==> images/layer_met1.png <==
Scale bar: 20 um. Cells faint in the background.
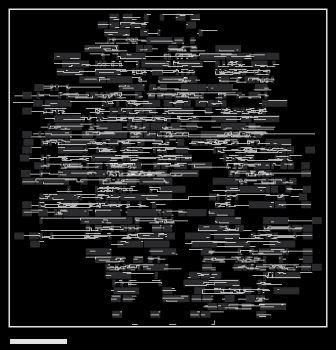
==> images/layer_met2.png <==
Cells faint in the background.
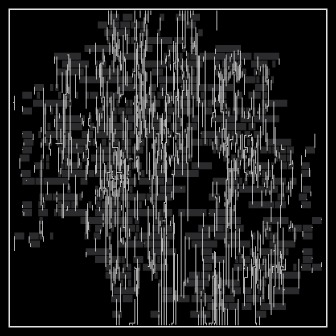
==> images/layer_met3.png <==
Scale bar: 20 um. Cells faint in the background.
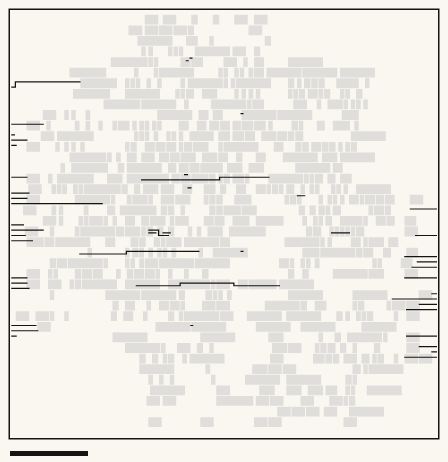
==> images/flops_by_reg.png <==
Other sequential cells in the stronger gray, the rest of the logic in the fainter gray.
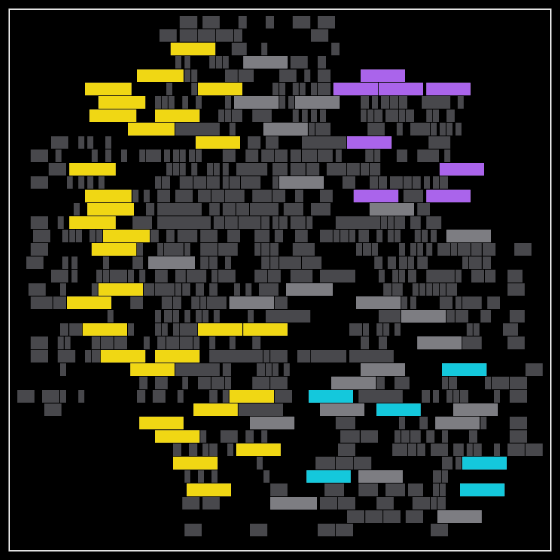
==> images/placement.png <==
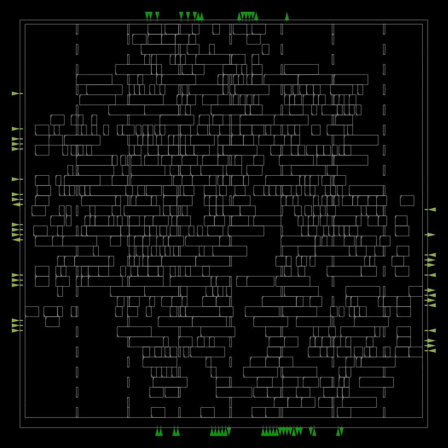
### config.mk
export PLATFORM = sky130hd
export DESIGN_NAME = route_sequencer_flat
export DESIGN_NICKNAME = d
export VERILOG_FILES = /design/src/rtl/route_sequencer_pkg.sv /design/src/rtl/route_sequencer_if.sv /design/src/rtl/route_sequencer_step_timer.sv /design/src/rtl/route_sequencer.sv /design/src/flat_wrapper.sv
export SDC_FILE = /design/constraint.sdc
export NUM_CORES = 1
export LEC_CHECK = 0
export ABC_AREA = 1
export CAP_MARGIN = 20
export CORE_MARGIN = 1
export CORE_UTILIZATION = 30
export DETAILED_ROUTE_END_ITERATION = 12
export SYNTH_ARGS = -nofsm -noshare
export SYNTH_HDL_FRONTEND = slang
export SYNTH_SLANG_ARGS = --single-unit
### constraint.sdc
create_clock -name clk -period 1.9 [get_ports clk]
set_input_delay 0.38 -clock clk [delete_from_list [all_inputs] [get_ports clk]]
set_output_delay 0.38 -clock clk [all_outputs]
set_load 0.005 [all_outputs]
### src/rtl/route_sequencer_pkg.sv
// Purpose : shared turn codes, route limits and FSM state encoding for route_sequencer.
// Latency : n/a (declarations only).
// Backpressure : n/a.
package route_sequencer_pkg;

  // Turn codes as presented on cmd_dir
  localparam logic [2:0] STRAIGHT = 3'd0;
  localparam logic [2:0] REVERSE  = 3'd1;
  localparam logic [2:0] RIGHT    = 3'd2;
  localparam logic [2:0] LEFT     = 3'd3;
  localparam logic [2:0] STOP     = 3'd4;

  localparam logic [5:0] NODE_MAX  = 6'd36;
  localparam int         MAX_STEPS = 10;
  // Highest step index; also the largest plan_len that still leaves room for the stop code
  localparam logic [3:0] STEP_MAX  = 4'(MAX_STEPS - 1);

  typedef enum logic [3:0] {
    IDLE,
    LOAD,
    SETTLE,
    CAPTURE,
    ISSUE,
    WAIT_ACK,
    WAIT_NODE,
    FINISH,
    ERROR
  } state_t;

  function automatic logic node_ok(input logic [5:0] n);
    return n <= NODE_MAX;
  endfunction

endpackage

### src/rtl/route_sequencer_if.sv
// Purpose : planner, sensor, motor and status signals of route_sequencer bundled as one interface.
// Latency : n/a (wiring only).
// Backpressure : none; turn_done is the only acknowledge and node_det the only progress pulse.
// Ports   : master = environment side (drives requests/planner/sensors),
//           slave  = sequencer side (drives planner nodes, commands, status).
interface route_sequencer_if;
  import route_sequencer_pkg::*;

  logic                        start_req;
  logic [5:0]                  start_node;
  logic [5:0]                  end_node;
  logic [3*MAX_STEPS-1:0]      dir_bus;
  logic [3:0]                  plan_len;
  logic                        node_det;
  logic                        turn_done;

  logic [5:0]                  plan_start;
  logic [5:0]                  plan_end;
  logic                        cmd_valid;
  logic [2:0]                  cmd_dir;
  logic [3:0]                  cur_step;
  logic                        busy;
  logic                        done;
  logic                        err;

  modport master (
    output start_req, start_node, end_node, dir_bus, plan_len, node_det, turn_done,
    input  plan_start, plan_end, cmd_valid, cmd_dir, cur_step, busy, done, err
  );

  modport slave (
    input  start_req, start_node, end_node, dir_bus, plan_len, node_det, turn_done,
    output plan_start, plan_end, cmd_valid, cmd_dir, cur_step, busy, done, err
  );

endinterface

### src/rtl/route_sequencer_step_timer.sv
// Purpose : cycle counter that flags when LIMIT enabled cycles have elapsed since clear.
// Latency : expire is combinational in the LIMIT-th enabled cycle after clear.
// Backpressure : none; holds its count at LIMIT-1 instead of wrapping.
// Ports   : clk, rst_n (async active-low), clear (sync zero), enable (count this cycle), expire.
module step_timer #(
  parameter int LIMIT = 255
) (
  input  logic clk,
  input  logic rst_n,
  input  logic clear,
  input  logic enable,
  output logic expire
);

  localparam int         W    = (LIMIT > 1) ? $clog2(LIMIT) : 1;
  localparam logic [W-1:0] LAST = W'(LIMIT - 1);

  logic [W-1:0] cnt_q;

  always_ff @(posedge clk or negedge rst_n) begin
    if (!rst_n) begin
      cnt_q <= '0;
    end else if (clear) begin
      cnt_q <= '0;
    end else if (enable && (cnt_q != LAST)) begin
      cnt_q <= cnt_q + 1'b1;
    end
  end

  // Count value k means k enabled cycles already passed, so this is the LIMIT-th one
  assign expire = enable && (cnt_q == LAST);

endmodule

### src/rtl/route_sequencer.sv
// Purpose : drives the path planner, then steps through its turn codes one junction at a time.
// Latency : first command SETTLE_CYC+3 cycles after start_req; each later one the cycle after node_det.
// Backpressure : waits indefinitely for node_det, at most ACK_TIMEOUT cycles for turn_done.
// Ports   : clk, rst_n (async assert, synchronised release), bus (route_sequencer_if.slave).
module route_sequencer
  import route_sequencer_pkg::*;
#(
  parameter int SETTLE_CYC  = 4,
  parameter int ACK_TIMEOUT = 255
) (
  input  logic               clk,
  input  logic               rst_n,
  route_sequencer_if.slave   bus
);

  localparam int           SW          = (SETTLE_CYC > 1) ? $clog2(SETTLE_CYC) : 1;
  localparam logic [SW-1:0] SETTLE_LAST = SW'(SETTLE_CYC - 1);

  // Reset asserts straight through but releases two edges later, so no flop sees
  // a release racing the clock.
  logic [1:0] rst_sync_q;
  logic       rst_int_n;

  always_ff @(posedge clk or negedge rst_n) begin
    if (!rst_n) begin
      rst_sync_q <= 2'b00;
    end else begin
      rst_sync_q <= {rst_sync_q[0], 1'b1};
    end
  end

  assign rst_int_n = rst_sync_q[1];

  state_t                     state_q, state_d;
  logic [5:0]                 plan_start_q, plan_end_q;
  logic [MAX_STEPS-1:0][2:0]  codes_q;
  logic [3:0]                 plan_len_q;
  logic [3:0]                 cur_step_q;
  logic [SW-1:0]              settle_cnt_q;

  logic       latch_nodes;
  logic       capture;
  logic       step_inc;
  logic       settle_clr;
  logic       settle_en;
  logic       tmr_clr;
  logic       tmr_en;
  logic       tmr_expire;
  logic       cmd_valid;
  logic [2:0] cmd_dir;
  logic [2:0] cur_code;
  logic       issue_ok;

  assign cur_code = codes_q[cur_step_q];
  // A code is issuable only if it is a defined turn, and the slot at plan_len must be the stop
  assign issue_ok = (cur_code <= STOP) &&
                    ((cur_step_q != plan_len_q) || (cur_code == STOP));

  step_timer #(
    .LIMIT (ACK_TIMEOUT)
  ) u_ack_timer (
    .clk    (clk),
    .rst_n  (rst_int_n),
    .clear  (tmr_clr),
    .enable (tmr_en),
    .expire (tmr_expire)
  );

  always_ff @(posedge clk or negedge rst_int_n) begin
    if (!rst_int_n) begin
      state_q <= IDLE;
    end else begin
      state_q <= state_d;
    end
  end

  always_comb begin
    state_d     = state_q;
    latch_nodes = 1'b0;
    capture     = 1'b0;
    step_inc    = 1'b0;
    settle_clr  = 1'b0;
    settle_en   = 1'b0;
    tmr_clr     = 1'b0;
    tmr_en      = 1'b0;
    cmd_valid   = 1'b0;
    cmd_dir     = STRAIGHT;

    unique case (state_q)
      IDLE, FINISH, ERROR: begin
        if (bus.start_req) begin
          latch_nodes = 1'b1;
          state_d     = LOAD;
        end
      end

      LOAD: begin
        settle_clr = 1'b1;
        if (!node_ok(plan_start_q) || !node_ok(plan_end_q) || (plan_start_q == plan_end_q)) begin
          state_d = ERROR;
        end else begin
          state_d = SETTLE;
        end
      end

      SETTLE: begin
        settle_en = 1'b1;
        if (settle_cnt_q == SETTLE_LAST) begin
          state_d = CAPTURE;
        end
      end

      CAPTURE: begin
        capture = 1'b1;
        if ((bus.plan_len == 4'd0) || (bus.plan_len > STEP_MAX)) begin
          state_d = ERROR;
        end else begin
          state_d = ISSUE;
        end
      end

      ISSUE: begin
        tmr_clr = 1'b1;
        if (issue_ok) begin
          cmd_valid = 1'b1;
          cmd_dir   = cur_code;
          state_d   = WAIT_ACK;
        end else begin
          state_d   = ERROR;
        end
      end

      WAIT_ACK: begin
        tmr_en = 1'b1;
        // turn_done wins over both a concurrent node_det and a same-cycle expiry
        if (bus.turn_done) begin
          if (cur_code == STOP) begin
            state_d = FINISH;
          end else begin
            step_inc = 1'b1;
            state_d  = WAIT_NODE;
          end
        end else if (tmr_expire) begin
          state_d = ERROR;
        end
      end

      WAIT_NODE: begin
        if (bus.node_det) begin
          state_d = ISSUE;
        end
      end

      default: state_d = IDLE;
    endcase
  end

  always_ff @(posedge clk or negedge rst_int_n) begin
    if (!rst_int_n) begin
      plan_start_q <= '0;
      plan_end_q   <= '0;
      codes_q      <= {MAX_STEPS{STOP}};
      plan_len_q   <= '0;
      cur_step_q   <= '0;
      settle_cnt_q <= '0;
    end else begin
      if (latch_nodes) begin
        plan_start_q <= bus.start_node;
        plan_end_q   <= bus.end_node;
      end

      if (settle_clr) begin
        settle_cnt_q <= '0;
      end else if (settle_en && (settle_cnt_q != SETTLE_LAST)) begin
        settle_cnt_q <= settle_cnt_q + 1'b1;
      end

      if (capture) begin
        codes_q    <= bus.dir_bus;
        plan_len_q <= bus.plan_len;
        cur_step_q <= '0;
      end else if (step_inc && (cur_step_q != STEP_MAX)) begin
        cur_step_q <= cur_step_q + 1'b1;
      end
    end
  end

  assign bus.plan_start = plan_start_q;
  assign bus.plan_end   = plan_end_q;
  assign bus.cmd_valid  = cmd_valid;
  assign bus.cmd_dir    = cmd_dir;
  assign bus.cur_step   = cur_step_q;
  assign bus.busy       = !((state_q == IDLE) || (state_q == FINISH) || (state_q == ERROR));
  assign bus.done       = (state_q == FINISH);
  assign bus.err        = (state_q == ERROR);

endmodule
### src/flat_wrapper.sv
// flat-port wrapper written by rule: the top's interface ports become plain ports
module route_sequencer_flat import route_sequencer_pkg::*;
#(
  parameter int SETTLE_CYC  = 4,
  parameter int ACK_TIMEOUT = 255
)
  (clk, rst_n, bus_start_req, bus_start_node, bus_end_node, bus_dir_bus, bus_plan_len, bus_node_det, bus_turn_done, bus_plan_start, bus_plan_end, bus_cmd_valid, bus_cmd_dir, bus_cur_step, bus_busy, bus_done, bus_err);
  route_sequencer_if bus_i ();
  input  logic clk;
  input  logic rst_n;
  input wire logic [$bits(bus_i.start_req)-1:0] bus_start_req;
  input wire logic [$bits(bus_i.start_node)-1:0] bus_start_node;
  input wire logic [$bits(bus_i.end_node)-1:0] bus_end_node;
  input wire logic [$bits(bus_i.dir_bus)-1:0] bus_dir_bus;
  input wire logic [$bits(bus_i.plan_len)-1:0] bus_plan_len;
  input wire logic [$bits(bus_i.node_det)-1:0] bus_node_det;
  input wire logic [$bits(bus_i.turn_done)-1:0] bus_turn_done;
  output wire logic [$bits(bus_i.plan_start)-1:0] bus_plan_start;
  output wire logic [$bits(bus_i.plan_end)-1:0] bus_plan_end;
  output wire logic [$bits(bus_i.cmd_valid)-1:0] bus_cmd_valid;
  output wire logic [$bits(bus_i.cmd_dir)-1:0] bus_cmd_dir;
  output wire logic [$bits(bus_i.cur_step)-1:0] bus_cur_step;
  output wire logic [$bits(bus_i.busy)-1:0] bus_busy;
  output wire logic [$bits(bus_i.done)-1:0] bus_done;
  output wire logic [$bits(bus_i.err)-1:0] bus_err;
  assign bus_i.start_req = bus_start_req;
  assign bus_i.start_node = bus_start_node;
  assign bus_i.end_node = bus_end_node;
  assign bus_i.dir_bus = bus_dir_bus;
  assign bus_i.plan_len = bus_plan_len;
  assign bus_i.node_det = bus_node_det;
  assign bus_i.turn_done = bus_turn_done;
  assign bus_plan_start = bus_i.plan_start;
  assign bus_plan_end = bus_i.plan_end;
  assign bus_cmd_valid = bus_i.cmd_valid;
  assign bus_cmd_dir = bus_i.cmd_dir;
  assign bus_cur_step = bus_i.cur_step;
  assign bus_busy = bus_i.busy;
  assign bus_done = bus_i.done;
  assign bus_err = bus_i.err;
  route_sequencer #(.SETTLE_CYC(SETTLE_CYC), .ACK_TIMEOUT(ACK_TIMEOUT)) u_core (.clk(clk), .rst_n(rst_n), .bus(bus_i));
endmodule
==> ci_impl_report.md <==
## PnR job results

| Metric | Value |
|---|---|
| Outcome | finished with violations |
| Failing checks | setup timing |
| Pwr/cell area | about 1500 nW/um2 |
| Synth cell types | ~40 |
| Chip Area, Yosys | roughly 3500 um2 |
| Root Buffer | clkbuf_16 |
| DRT antenna net count | 0 |
| Gr usage total | 0.1610 |
| Maxcap violations | 0 |
| Remaining global-route overflow | 0 |
| Top cell excl fill/tap | nand2_1 |
| Fin Hold WS | 144.2 ps |
| R2R cell count | 16 |
| Reg power frac | 0.321 |
| Die Width | 109.9 um |
| Pre-CTS WS | -492.1 ps |
| Pwr Total | 7.856 mW |
| Clock net power | approximately 1.8 mW |
| Setup ws final | -402.9 ps |
| RSZ-0062 raised after global routing | yes |
| Net Count, Synth | between 400 and 500 |
| Sequential element share of the synthesized area | 0.4762 |
| Hold/Removal Path Class | flip-flop to async pin |
| R2r endpoint | u_core.state_q[0]$_DFFE_PN0P_ |
| Core area | 11370 um2 |
| Slew Viols, Final | 0 |
| Critical Path Source | u_core.bus.cur_step[0]$_DFFE_PN0P_ |
| Final GP Congestion | 0.8597 |
| Crit path buffers/inverters | 2 |
| Worst Setup Start Kind | flip-flop |
| Sw Pwr | between 2 and 3 mW |
| Count of final setup violators | 4 |
| Post-Synthesis Cells | around 430 |
| Final Hold Viols | 0 |
| Final period util | 1.212 |
| IO Count | approximately 74 |
| Compound-gate portion of the synthesized area | 0.09703 |
-- layer_met1.png (at the start) --
547 nets have wire on it. The wires run mostly horizontal.

-- layer_met2.png (at the start) --
The wires run mostly vertical. The layer holds 50% of the routed length. 503 nets have wire on it. The longest straight run is 38.8 um. The layer carries 4440 um of wire.

-- layer_met3.png (at the start) --
The layer holds 3.6% of the routed length. The longest straight run is 23.2 um. 41 nets have wire on it. The wires run mostly horizontal. The layer carries 321 um of wire.
WL final: 8.826 mm
GR Util met3: 0.03557
Vias: 3173

-- flops_by_reg.png (at the start) --
Key: cyan = u_core.bus.plan_end [sequential cells 6, where bottom right]; yellow = u_core.codes_q [sequential cells 30, where a column on the left]; purple = u_core.u_ack_timer.cnt_q [sequential cells 8]
Another 22 sequential cells are not colored.

-- placement.png (at the start) --
tapcell count: 143
Core Util, Final: 0.4553
Final Non-Filler Cells: 702
Seq Cell Count: 66

## cells in the mapped netlist (2+ instances only)
master    number  area (um2)
a21oi_1       17       85.08
buf_2          3       15.01
buf_4          2       15.01
buf_6          2       22.52
clkbuf_1       5       18.77
dfrtp_1       56        1401
dfstp_2       10       262.8
ha_1           5       62.56
inv_1         43       161.4
inv_2          3       11.26
mux2_1         2       22.52
mux2_2         4       45.04
nand2_1      133       499.2
nand2_2        5       31.28
nand2_4        8       90.09
nand3_1       23       115.1
nand3_2        4       40.04
nand4_1        3       18.77
nor2_1        31       116.4
nor2_2         3       18.77
nor2_4         2       22.52
nor3_1         4       20.02
nor3_4         2       32.53
o21ai_0       28       140.1
o21ai_1        6       30.03
o22ai_1        2       12.51
xnor2_1        6       52.55
xor2_1         3       26.28
## final cells by class
class	count	area (um2)
Fill cell	1130	6193
Sequential cell	66	1668
Multi-Input combinational cell	302	1657
Timing Repair Buffer	129	1177
Clock buffer	10	229.0
Tap cell	143	178.9
Inverter	46	175.2
Clock inverter	6	91.34
## routing by layer
layer | up-vias | track usage | part of all wire
met5 | - | 0 | 0
met1 | 1494 | 0.1951 | 0.44
li1 | 1613 | - | -
met2 | 54 | 0.2763 | 0.50
met4 | 0 | 0.06381 | 0.018
met3 | 12 | 0.03557 | 0.036
## registers in the layout, summed over array words and instances, names as in the netlist
register / flops
u_core.rst_sync_q: 2
u_core.bus.plan_start: 6
u_core.bus.cur_step: 4
u_core.codes_q: 30
u_core.u_ack_timer.cnt_q: 8
u_core.settle_cnt_q: 2
u_core.plan_len_q: 4
u_core.bus.plan_end: 6
u_core.state_q: 4
Power and IR drop assume default switching activity.
